==> src/rtl/riscv_tb_pkg.sv <==
// rtl/riscv_tb_pkg.sv - shared state encoding, default addresses and helpers for the write checker
package riscv_tb_pkg;

    localparam logic [2:0] ST_IDLE    = 3'd0;
    localparam logic [2:0] ST_ARMED   = 3'd1;
    localparam logic [2:0] ST_PASS    = 3'd2;
    localparam logic [2:0] ST_FAIL    = 3'd3;
    localparam logic [2:0] ST_TIMEOUT = 3'd4;

    typedef enum logic [2:0] {
        S_IDLE    = ST_IDLE,
        S_ARMED   = ST_ARMED,
        S_PASS    = ST_PASS,
        S_FAIL    = ST_FAIL,
        S_TIMEOUT = ST_TIMEOUT
    } chk_state_e;

    localparam int DEF_PASS_ADDR    = 100;
    localparam int DEF_PASS_DATA    = 25;
    localparam int DEF_SCRATCH_ADDR = 96;

    // Index width for an n-entry table; never narrower than one bit.
    function automatic int idx_width(input int n);
        return (n <= 1) ? 1 : $clog2(n);
    endfunction

endpackage

==> src/rtl/mem_write_checker_exp_table.sv <==
// rtl/mem_write_checker_exp_table.sv - expected (address, data) list, one write port, one combinational read port
module exp_table
    import riscv_tb_pkg::*;
#(
    parameter int XLEN    = 32,
    parameter int NUM_EXP = 4,
    parameter int IW      = 2
) (
    input  logic            clk,
    input  logic            we_i,
    input  logic [IW-1:0]   wr_idx_i,
    input  logic [XLEN-1:0] wr_addr_i,
    input  logic [XLEN-1:0] wr_data_i,
    input  logic [IW:0]     rd_idx_i,
    output logic [XLEN-1:0] rd_addr_o,
    output logic [XLEN-1:0] rd_data_o
);

    logic [XLEN-1:0] addr_q [NUM_EXP];
    logic [XLEN-1:0] data_q [NUM_EXP];

    // Table contents survive reset so a test can be re-run without reprogramming.
    always_ff @(posedge clk) begin
        if (we_i && (int'(wr_idx_i) < NUM_EXP)) begin
            addr_q[wr_idx_i] <= wr_addr_i;
            data_q[wr_idx_i] <= wr_data_i;
        end
    end

    // Read index reaches NUM_EXP once everything matched; return zero there.
    always_comb begin
        rd_addr_o = '0;
        rd_data_o = '0;
        if (int'(rd_idx_i) < NUM_EXP) begin
            rd_addr_o = addr_q[rd_idx_i[IW-1:0]];
            rd_data_o = data_q[rd_idx_i[IW-1:0]];
        end
    end

endmodule

==> config.mk <==
export PLATFORM = sky130hd
export DESIGN_NAME = exp_table
export DESIGN_NICKNAME = d
export VERILOG_FILES = /design/src/rtl/riscv_tb_pkg.sv /design/src/rtl/mem_write_checker_exp_table.sv
export SDC_FILE = /design/constraint.sdc
export NUM_CORES = 1
export LEC_CHECK = 0
export CORE_MARGIN = 1.5
export CORE_UTILIZATION = 54
export DETAILED_ROUTE_END_ITERATION = 16
export PLACE_DENSITY = 0.78
export SLEW_MARGIN = 30
export SYNTH_ARGS = -nofsm -noshare
export SYNTH_HDL_FRONTEND = slang
export SYNTH_SLANG_ARGS = --single-unit
==> constraint.sdc <==
create_clock -name clk -period 7.9 [get_ports clk]
set_clock_uncertainty 0.15 [all_clocks]
set_input_delay 0.79 -clock clk [delete_from_list [all_inputs] [get_ports clk]]
set_output_delay 0.79 -clock clk [all_outputs]
set_load 0.02 [all_outputs]
==> run_1/port_nets.png <==
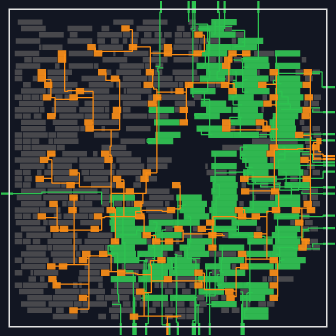
| port | color | bits | direction | edge | end cells | buffers | wire |
|---|---|---|---|---|---|---|---|
| `rd_idx_i` | orange | 3 | input | 2 east, 1 south | 130 | 4 | 1290 um |
| `wr_addr_i` | green | 32 | input | 12 east, 12 south, 7 north, 1 west | 128 | 32 | 1760 um |
IO Pins: 135
input/output buffers: 134

==> run_1/drive_strength.png <==
Bar = 50 um.
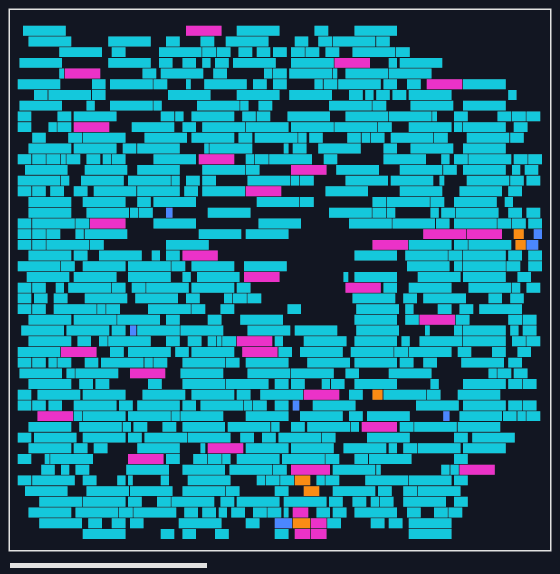
| size | color | cells | most used |
|---|---|---|---|
| drive 3 to 4 | orange | 6 | buf_4 |
| drive 1 or less | cyan | 597 | edfxtp_1 |
| drive 2 | blue | 7 | clkinv_2 |
| drive 6 and up | magenta | 31 | clkbuf_16 |
slack of the critical path: 3.47 ns
area added between synthesis and finish: 22.2%
final instance area: 11900 um^2
number of non-clock buffers in the layout: 141

==> run_1/final_clocks.png <==
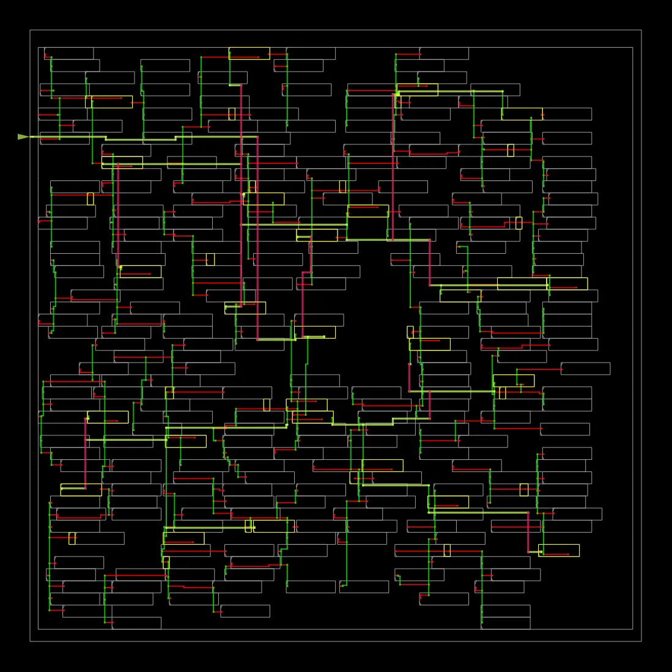
clock buffer count: 30
clock-net power: 1.06 mW

==> run_1/metal_stack.png <==
Bar = 50 um.
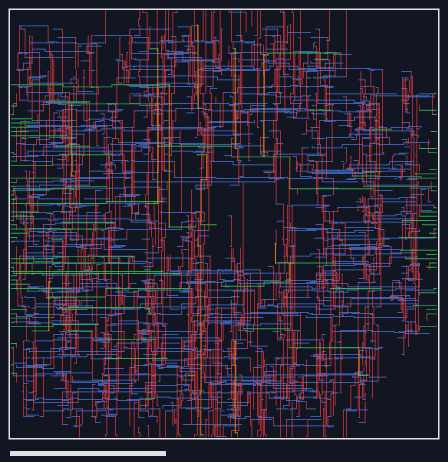
| layer | color | wire length |
|---|---|---|
| met1 | blue | 7150 um |
| met2 | red | 8890 um |
| met3 | green | 1160 um |
| met4 | orange | 370 um |

==> results.txt, run 1 <==
Update from the flow run.

The mean cell area of the mapped netlist is 20.1 um^2. The worst hold-check slack is 0.769 ns. For reference, the top cells by area after synthesis are edfxtp_1, mux2i_1, o22ai_1, buf_12, buf_8.

The layout multi-input combinational cell count is 199. For this sky-water flow run, the detailed-routed wirelength per cell is reported as 20.3 um. The global routing stage identified its most utilized layer as met2.

The layout report gives the register share of total cell area as 0.647. The total number of nets in the final design is 694. The dominant power group is sequential cells. The total power consumption of the routed design is 2.89 mW.

Looking at the setup timing report, the critical path kind is primary input to primary output. The script extracted a total leakage power of 4.13 nW. In the Yosys stats the netlist draws on 16 distinct library cells. The minimum clock period is 4.43 ns.

The internal power of the cells totals 2.29 mW. The post-layout period usage of the worst path is 0.561. Setup repair after global routing left no endpoint under its margin.

Adding up every negative setup slack in the final design gives 0 ns. The pre-CTS worst setup slack is 3.47 ns. Of the total power, the clock network draws 0.366. The synthesized netlist was found by Yosys to have 483 cells. After clock tree synthesis, the clock-pin slew on the worst setup and hold paths is 0.06 ns. Listed in order, past its start point the critical path passes buf_6, buf_4, mux2i_1, o22ai_1, clkdlybuf4s50_1. Per the OpenROAD power report, switching power amounts to 600 uW. The destination of the worst hold path is addr_q[0][23]. The total of flip-flops plus latches after synthesis is 256. The run finished with clean final reports.

The routed length on met3 is 1160 um. The buffering overhead is 0.120. The clock passes through at most 3 buffers. The largest registers in the layout are addr_q (128), data_q (128).

The routability congestion estimate is 0.708. Of the total power, registers draw 0.548. The mapped netlist covers 9720 um^2. For this run, the detailed router reports a per-instance via density of 5.65. In this run the power density over the cells is 244 nW/um^2.

The detailed-routed wire length on met2 is 8890 um. The H-tree level count is 1. The area reported by Yosys stat is 9720 um^2. The first TritonRoute pass finished after 4 iterations. The detailed router reported a total wirelength of 17600 um. The core box area is 17400 um^2.

The floorplan step records an initial core utilization of 0.558. Recorded from the global router log, the overflow total was 0. Hold repair after CTS inserted 0 buffers. The top-area cell type share of the netlist area is 0.791. The slew check shows that the tightest pin keeps a relative margin of 0.373. Post-CTS timing repair inserted 0 buffers for setup. Looking at the max-slew report, the worst-margin pin has a slew of 0.940 ns. The design received a total of 225 well taps at floorplan. The delay contributed by the slowest stage of the critical path is 0.84 ns.

The post-CTS resize count is 0. The via count of the first global-routing pass was 5127. The dominant logic cell type in the layout is edfxtp_1. The DRC violation total after the first TritonRoute iteration is 340. The total inserted antenna cells is 1. The capture point of the critical path was reported as rd_data_o[4]. The global routing report lists met3 layer usage as 0.0442. The number of buffers inserted during clock tree synthesis is 25. The power of the combinational group is 251 uW. The flow reports power dissipated in sequential cells as 1.58 mW. For this run, the leading register cell type out of synthesis is edfxtp_1. The post-route DRC violation count is 0. The largest net degree at the start of global routing is 76. Signal nets in the final route climb as high as met4. The number of placement rows is 48. The area of the multi-input gates is 1750 um^2.

TritonCTS built the clock tree. The synthesized net count is 554. The routed length on met1 is 7150 um. The portion of synthesized area spent on multiplexers is 0.132. STA puts the critical path data required time at 6.96 ns. The switching share of power is 0.207.

The first global-routing pass estimated 26800 um of wire. The share of the Yosys chip area taken by registers is 0.791. Sequential cells placed in the final layout were counted as 256.

The number of clock sinks is 256. The number of flops mapped to enable cells by yosys is 256. The final tally of max-slew violations is 0. The total instance count after detailed placement is 821.

The tree is rooted in a clkbuf_16. The total die size is 18800 um^2. Yosys reported that registers with async set or reset make up 0. The number of warnings reported in the stage logs is 26. The die extent in x is 137 um.

The biggest slice of the area belongs to sequential cells. In the global route stage, met1 resource usage came out at 0.240. The final antenna-violating net count is 0. The number of standard cells in the final layout excluding fillers is 867. The top logic cell family in the synthesized netlist is multiplexers. The final setup violation count is 0. The worst path buffer plus inverter count is 3. The share of total power dissipated in combinational logic is 0.087.

The critical path capture point type is a primary output. In the synthesized netlist, the number of instances is 483. The tool flagged a number of max-cap violations equal to 0. According to the timing report, the critical path is launched from rd_idx_i[0]. The highest fanout seen on the critical path is 75. In this design, the largest share of critical-path delay is due to buffers and inverters. The worst vdd rail ir drop is 0.000194 V.

Ranking logic cells in the layout by count gives the top entries edfxtp_1, clkdlybuf4s50_1, mux2i_1. The worst setup path is launched from a primary input. The number of antenna violations at the first check in global routing is 2. The fraction of layout cells with a size suffix above 1 is 0.0686. The total number of yosys warnings is 0.

The worst hold path begins at wr_addr_i[23]. The dominant cell type by area after synthesis is edfxtp_1. Fill cells in the final layout number 1168. The cell depth of the worst setup path is 5.

The cell area after placement is 11100 um^2.
## Run 2: what changed since run 1
==> constraint.sdc (replaced) <==
create_clock -name clk -period 4.7 [get_ports clk]
set_clock_uncertainty 0.15 [all_clocks]
set_input_delay 0.47 -clock clk [delete_from_list [all_inputs] [get_ports clk]]
set_output_delay 0.47 -clock clk [all_outputs]
set_load 0.02 [all_outputs]
==> run_2/metal_stack.png <==
Bar = 50 um.
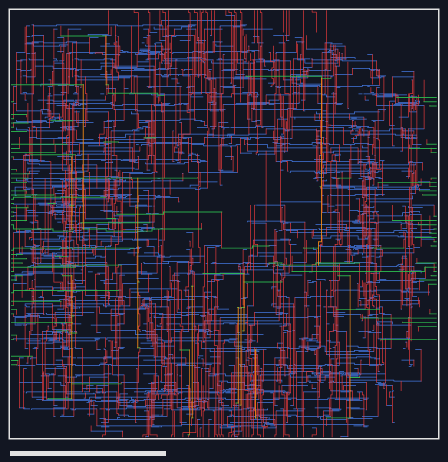
| layer | color | wire length |
|---|---|---|
| met4 | orange | 457 um |
| met2 | red | 8970 um |
| met3 | green | 990 um |
| met1 | blue | 7470 um |

==> results.txt, run 2 <==
Update from the flow run.

The flow ran to the end, and the final reports show no timing, DRC or antenna violations. The routed length on met1 is 7470 um (+4.4%). The fraction of layout cells with a size suffix above 1 was 0.0762 (+0.00756). The number of max-cap violations was 0 (unchanged). The detailed-routed wire length on met2 was 8970 um (+0.91%). The number of antenna violations at the first check in global routing is 0 (-2). The buffering overhead was 0.124 (+0.00375). Traced cell by cell, the critical path runs through clkdlybuf4s50_1, or2_2, buf_4, o22ai_1, clkdlybuf4s50_1. The synthesis report names the predominant flop master as edfxtp_1. The registers reported with the highest flop counts are addr_q (128), data_q (128). The compound-cell area share of the yosys netlist is 0.0412. In this run the top signal layer used is met4. The relative contribution of sequential cells to total power is 0.543 (-0.005). The layout multi-input combinational cell count was 199 (unchanged). The total number of nets in the final design was 697 (+0.43%).

In the post-synthesis netlist, the biggest area contributors are edfxtp_1, mux2i_1, o22ai_1, buf_12, buf_8. The count of flip-flops and latches came to 256 (unchanged). The total cells reported by yosys after synthesis was 483 (unchanged). The switching share of power was 0.210 (+0.00300). The top logic cell family in the synthesized netlist is multiplexers. Ranking logic cells in the layout by count gives the top entries edfxtp_1, clkdlybuf4s50_1, mux2i_1. The via count of the first global-routing pass is 5034 (-1.8%).

The H-tree level count is 1 (unchanged). Counting I/O delays and the setup requirement, the final critical path takes 3.53 ns. The worst setup path is launched from a primary input. The number of optimization iterations in the first detailed-route pass is 4 (unchanged). The number of post-CTS setup repair buffers is 0 (unchanged). In the final design, more cell area goes to sequential cells than to any other class.

The mean cell area of the mapped netlist is 20.1 um^2 (unchanged). The number of unique standard cell types used by synthesis is 16 (unchanged). The areal power density over the cells came to 410 nW/um^2 (+68%). The cell area after placement is 11200 um^2 (+0.60%). In the finished design, the share of the clock period the worst path needs comes to 0.751. The global-route layer with the greatest usage is met2. The delay contributed by the slowest stage of the critical path was 0.63 ns (-0.21 ns).

The number of standard cells in the final layout excluding fillers came to 868 (+0.12%). The launch point of the critical path was reported as rd_idx_i[1]. The area reported by Yosys stat is 9720 um^2 (unchanged). The worst vdd rail ir drop came to 0.000314 V (+62%). The die extent in x is 137 um (unchanged). The number of vias per cell after detailed routing came to 5.59 (-0.99%). The I/O pin total is 135 (unchanged). The register share after synthesis is 0.791 (unchanged). The largest net degree at the start of global routing was 67 (-12%). The flop share of the area is 0.644 (-0.00353). The total die size was 18800 um^2 (unchanged). The core utilization before placement came to 0.558 (unchanged). The power of the combinational group was 429 uW (+71%). The total number of yosys warnings is 0 (unchanged). The portion of netlist area occupied by mux cells is 0.132 (unchanged). The most common logic cell in the final layout is edfxtp_1. The filler cell count was 1121 (-4.0%). The worst-margin pin slew was 0.831 ns (-0.109 ns). The worst path buffer plus inverter count came to 3 (unchanged).

The class of the most critical setup path is primary input to primary output. Setup repair after global routing left no endpoint under its margin. The routed length on met3 is 990 um (-15%).

The post-layout instance area is 11900 um^2 (+0.55%). The post-CTS resize count is 0 (unchanged). The total instance count after detailed placement was 824 (+0.37%). The buffer levels on the longest clock path is 3 (unchanged).

Per the run report, area growth between synthesis and finish was 22.8%. The DRC violation total after the first TritonRoute iteration is 246 (-28%). The final tally of max-slew violations came to 0 (unchanged). The post-route DRC violation count is 0 (unchanged). The number of instances in the synthesized netlist was 483 (unchanged). The average routed wire per standard cell came to 20.6 um (+1.6%).

The net switching power is 1.03 mW (+72%). For reference, the top cells by count after synthesis are edfxtp_1, mux2i_1, o22ai_1. The final antenna-violating net count was 0 (unchanged). The global route total overflow is 0 (unchanged). The number of placement rows is 48 (unchanged). The leakage power figure is 4.15 nW (+0.64%). The clock slew at the register clock pins of the worst setup and hold paths is 0.06 ns (about the same). Of all power groups, the one with the highest power is sequential cells. The worst slew slack as a fraction of its limit is 0.446 (+0.0727). The endpoint of the worst hold path is reported as data_q[2][20].

The total of flip-flops plus latches after synthesis is 256 (unchanged). The number of buffers inserted by port buffering is 134 (unchanged). The non-clock buffer count in the final layout is 144 (+2.1%).

The number of buffers inserted during clock tree synthesis is 25 (unchanged). The synthesized net count was 554 (unchanged). The fraction of registers with async set/reset is 0 (unchanged).

The cell internal power dissipation is 3.87 mW (+69%). The combinational power share is 0.087 (about the same). The required time of the critical path was 4.08 ns (-2.88 ns). The number of clock buffer instances in the layout is 33 (+10%). The critical hold path startpoint is wr_data_i[20].

The number of flops mapped to enable cells by yosys is 256 (unchanged). The power consumed by sequential cells is 2.66 mW (+68%). The pre-CTS worst setup slack is 1.15 ns (-2.32 ns). The synthesized area came to 9720 um^2 (unchanged). The TritonCTS clock tree is built. The met3 track utilization from global routing is 0.0456 (+0.00147).

The total negative slack for setup checks is 0 ns (unchanged). The reported clock group power was 1.81 mW (+71%). The wire length of the first global-routing pass is 27100 um (+1.0%). The top-area cell type share of the netlist area is 0.791 (unchanged). The highest fanout seen on the critical path came to 33 (-56%). The met1 track demand over resource in global routing is 0.243 (+0.00267).

The routability congestion estimate is 0.706 (-0.31%). The cell depth of the worst setup path came to 5 (unchanged). The final setup violation count is 0 (unchanged). The total power consumption of the routed design is 4.90 mW (+69%). The number of logged tool warnings is 26 (unchanged).

The area of the multi-input gates is 1750 um^2 (+0.36%). The cts-stage hold buffer count was 0 (unchanged). The total length of routed wires is 17900 um (+1.7%). The buffer type at the clock tree root is clkbuf_16. In the global route stage, overall resource usage came out at 0.192. Following the worst setup path forward leads to its endpoint at rd_data_o[0]. The critical path capture point type is a primary output. The dominant cell type by area after synthesis is edfxtp_1. The worst hold-check slack came to 0.432 ns (-0.337 ns). The core box area is 17400 um^2 (unchanged). The total inserted antenna cells was 0 (-1).

The setup slack after layout is 1.17 ns (-2.30 ns). The fraction of power consumed by the clock network is 0.369 (+0.003). Grouping stages by cell kind, the critical path spends the most delay in buffers and inverters. The number of clock sinks is 256 (unchanged). The number of tap instances came to 225 (unchanged).
==> run_2/port_nets.png <==
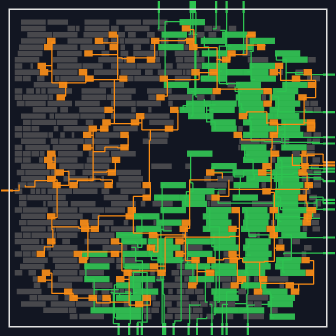
| port | color | bits | direction | edge | end cells | buffers | wire |
|---|---|---|---|---|---|---|---|
| `wr_addr_i` | green | 32 | input | 13 south, 12 east, 7 north | 128 | 32 | 1670 um |
| `rd_idx_i` | orange | 3 | input | 2 east, 1 west | 130 | 6 | 1380 um |

## Run 3: what changed since run 2
--- a/config.mk
+++ b/config.mk
@@ -6,9 +6,9 @@
 export NUM_CORES = 1
 export LEC_CHECK = 0
 export CORE_MARGIN = 1.5
-export CORE_UTILIZATION = 54
+export CORE_UTILIZATION = 49
 export DETAILED_ROUTE_END_ITERATION = 16
-export PLACE_DENSITY = 0.78
+export PLACE_DENSITY = 0.75
 export SLEW_MARGIN = 30
 export SYNTH_ARGS = -nofsm -noshare
 export SYNTH_HDL_FRONTEND = slang
==> constraint.sdc (replaced) <==
create_clock -name clk -period 3 [get_ports clk]
set_clock_uncertainty 0.15 [all_clocks]
set_input_delay 0.3 -clock clk [delete_from_list [all_inputs] [get_ports clk]]
set_output_delay 0.3 -clock clk [all_outputs]
set_load 0.02 [all_outputs]
==> run_3/zoom.png <==
Region (57, 57) to (87, 87) um. Cells in gray, sequential cells in the stronger gray; small squares are vias.
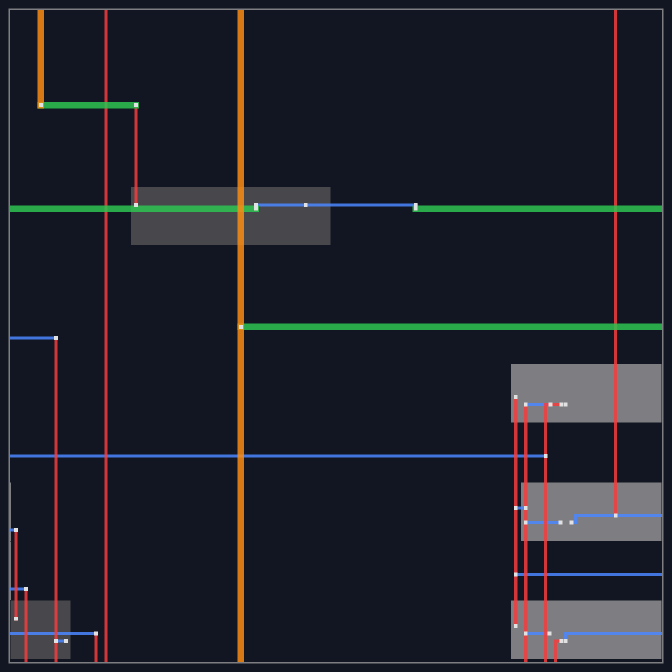
| layer | color |
|---|---|
| met2 | red |
| met4 | orange |
| met3 | green |
| met1 | blue |
cells with their middle in the window: 5
most frequent: edfxtp_1 (3), mux2i_1 (1), clkbuf_16 (1)
netlist names of flops here include: `addr_q` (3)
sequential cells in the window: 3

==> results.txt, run 3 <==
Update from the flow run.

The routed length on met3 came to 787 um (-21%). The buffer levels on the longest clock path came to 3 (unchanged). The dominant register cell in the synthesized netlist is edfxtp_1. By area the synthesized netlist is led by edfxtp_1, mux2i_1, o22ai_1, buf_12, buf_8.

The worst vdd rail ir drop was 0.000485 V (+54%). The combinational power share was 0.087 (about the same). The largest total area in the synthesized netlist belongs to edfxtp_1. The relative contribution of sequential cells to total power was 0.526 (-0.017). The routability congestion estimate is 0.704 (-0.30%). The number of flops mapped to enable cells by yosys was 256 (unchanged). The via count of the first global-routing pass is 5218 (+3.7%). The cell group occupying the most layout area is sequential cells.

The synthesized area was 9720 um^2 (unchanged). The number of logged tool warnings is 26 (unchanged). The compound-cell area share of the yosys netlist is 0.0412 (unchanged).

The die extent in x is 144 um (+4.9%). The number of instances in the synthesized netlist was 483 (unchanged). The detailed-routed wire length on met2 is 9890 um (+10%). The number of buffers inserted by port buffering is 134 (unchanged). The highest fanout seen on the critical path is 64 (+94%). The final setup violation count was 0 (unchanged). Setup repair after global routing left no endpoint under its margin. The met1 track demand over resource in global routing is 0.214 (-0.0289). By startpoint and endpoint, the worst setup path is classified as primary input to primary output. The total negative slack for setup checks is 0 ns (unchanged). The register share after synthesis is 0.791 (unchanged).

The critical hold path startpoint is wr_addr_i[6]. The fraction of power consumed by the clock network is 0.386 (+0.017). The wire length of the first global-routing pass was 27800 um (+2.7%). The mean cell area of the mapped netlist is 20.1 um^2 (unchanged). The buffer type at the clock tree root is clkbuf_16. The final antenna-violating net count is 0 (unchanged). The number of clock sinks is 256 (unchanged).

The area added between synthesis and finish is 25.6%. The total cells reported by yosys after synthesis is 483 (unchanged). The number of max-cap violations was 0 (unchanged).

The fraction of registers with async set/reset is 0 (unchanged). The flop share of the area was 0.630 (-0.0141). By instance count after routing, the leading logic cell types are edfxtp_1, clkdlybuf4s50_1, mux2i_1. The total die size came to 20700 um^2 (+10%).

The post-CTS resize count is 0 (unchanged). The buffering overhead is 0.132 (+0.00825). The number of clock buffer instances in the layout is 32 (-3.0%). The non-clock buffer count in the final layout is 150 (+4.2%). The number of antenna violations at the first check in global routing is 0 (unchanged).

The number of optimization iterations in the first detailed-route pass was 4 (unchanged). The total of flip-flops plus latches after synthesis is 256 (unchanged). The worst path buffer plus inverter count came to 3 (unchanged). The total instance count after detailed placement is 870 (+5.6%).

The launch point of the critical path was reported as rd_idx_i[1]. Grouping stages by cell kind, the critical path spends the most delay in buffers and inverters. The number of tap instances was 265 (+18%). The cts-stage hold buffer count is 0 (unchanged). The areal power density over the cells is 649 nW/um^2 (+58%). The global route total overflow is 0 (unchanged). The top routing layer in use is met4. The I/O pin total is 135 (unchanged). The fraction of layout cells with a size suffix above 1 was 0.0919 (+0.0157). The reported clock group power is 3.06 mW (+69%).

Of the available clock period, the critical path in the final layout requires 0.920. The clock period could shrink to 2.76 ns. The number of buffers inserted during clock tree synthesis came to 26 (+4.0%). After synthesis, the most frequently instantiated cells are edfxtp_1, mux2i_1, o22ai_1. The worst slew slack as a fraction of its limit was 0.476 (+0.0299). The met3 track utilization from global routing was 0.0337 (-0.0120). The net switching power is 1.65 mW (+61%). The largest net degree at the start of global routing is 65 (-3.0%). The total number of nets in the final design was 704 (+1.0%). The number of unique standard cell types used by synthesis came to 16 (unchanged). The power of the combinational group is 693 uW (+62%). The endpoint of the worst setup timing path is rd_addr_o[31].

The post-layout instance area was 12200 um^2 (+2.2%). The core box area is 19500 um^2 (+12%). The worst-margin pin slew is 0.785 ns (-0.0457 ns). The power consumed by sequential cells is 4.17 mW (+57%). The worst hold-check slack is 0.271 ns (-0.161 ns). The clock slew at the register clock pins of the worst setup and hold paths is 0.06 ns (about the same).

Walking the worst path, the cells encountered are clkdlybuf4s50_1, or2_2, buf_12, o22ai_1, clkdlybuf4s50_1. The category of the worst setup path launch point is a primary input. The registers reported with the highest flop counts are addr_q (128), data_q (128). The number of post-CTS setup repair buffers is 0 (unchanged). The cell internal power dissipation was 6.27 mW (+62%). The setup slack after layout was 0.241 ns (-0.927 ns). The flow ran to the end, and the final reports show no timing, DRC or antenna violations. The TritonCTS clock tree is built.

The area reported by Yosys stat is 9720 um^2 (unchanged). Yosys shows that the main logic family after synthesis is multiplexers. The dominant power group is sequential cells. The H-tree level count is 1 (unchanged).

The top-area cell type share of the netlist area is 0.791 (unchanged). The worst setup path is captured at a primary output. The number of vias per cell after detailed routing is 5.45 (-2.6%). The total inserted antenna cells is 0 (unchanged). The area of the multi-input gates is 1750 um^2 (unchanged).

The synthesized net count is 554 (unchanged). The number of standard cells in the final layout excluding fillers is 918 (+5.8%). In the hold timing report, the worst path depth is 1. The routed length on met1 is 7460 um (-0.13%).

The leakage power figure was 4.25 nW (+2.4%). The switching share of power is 0.209 (-0.00141). The DRC violation total after the first TritonRoute iteration is 264 (+7.3%). The pre-CTS worst setup slack is 0.245 ns (-0.904 ns).

The filler cell count is 1413 (+26%). The cell area after placement is 11400 um^2 (+1.7%). The library cell used most frequently in the layout, excluding fill and tap cells, is edfxtp_1. The portion of netlist area occupied by mux cells is 0.132 (unchanged).

The layout multi-input combinational cell count is 199 (unchanged). The required time of the critical path is 2.55 ns (-1.53 ns). The delay contributed by the slowest stage of the critical path is 0.66 ns (+0.03 ns).

The count of flip-flops and latches was 256 (unchanged). The global routing stage identified its most utilized layer as met2. The vertical die dimension is 144 um.

The destination of the worst hold path is addr_q[3][6]. The number of placement rows is 51 (+6.3%). The clock network contribution to total cell area is 0.0675.
==> run_3/metal_stack.png <==
Bar = 50 um.
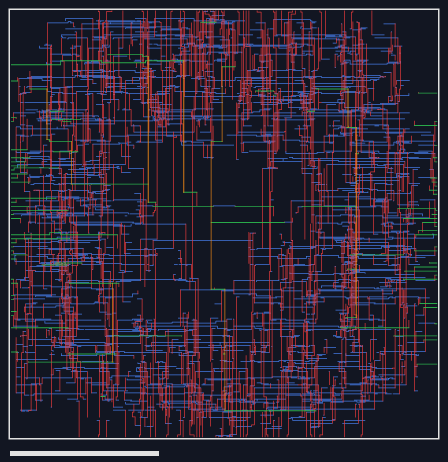
combined global-route utilization of all metal layers: 0.178
vias after detailed routing: 5002
average detailed-routed wire length per instance: 20.1 um
final wirelength: 18500 um

No activity file was given, so power comes from the tool's default toggle rates.
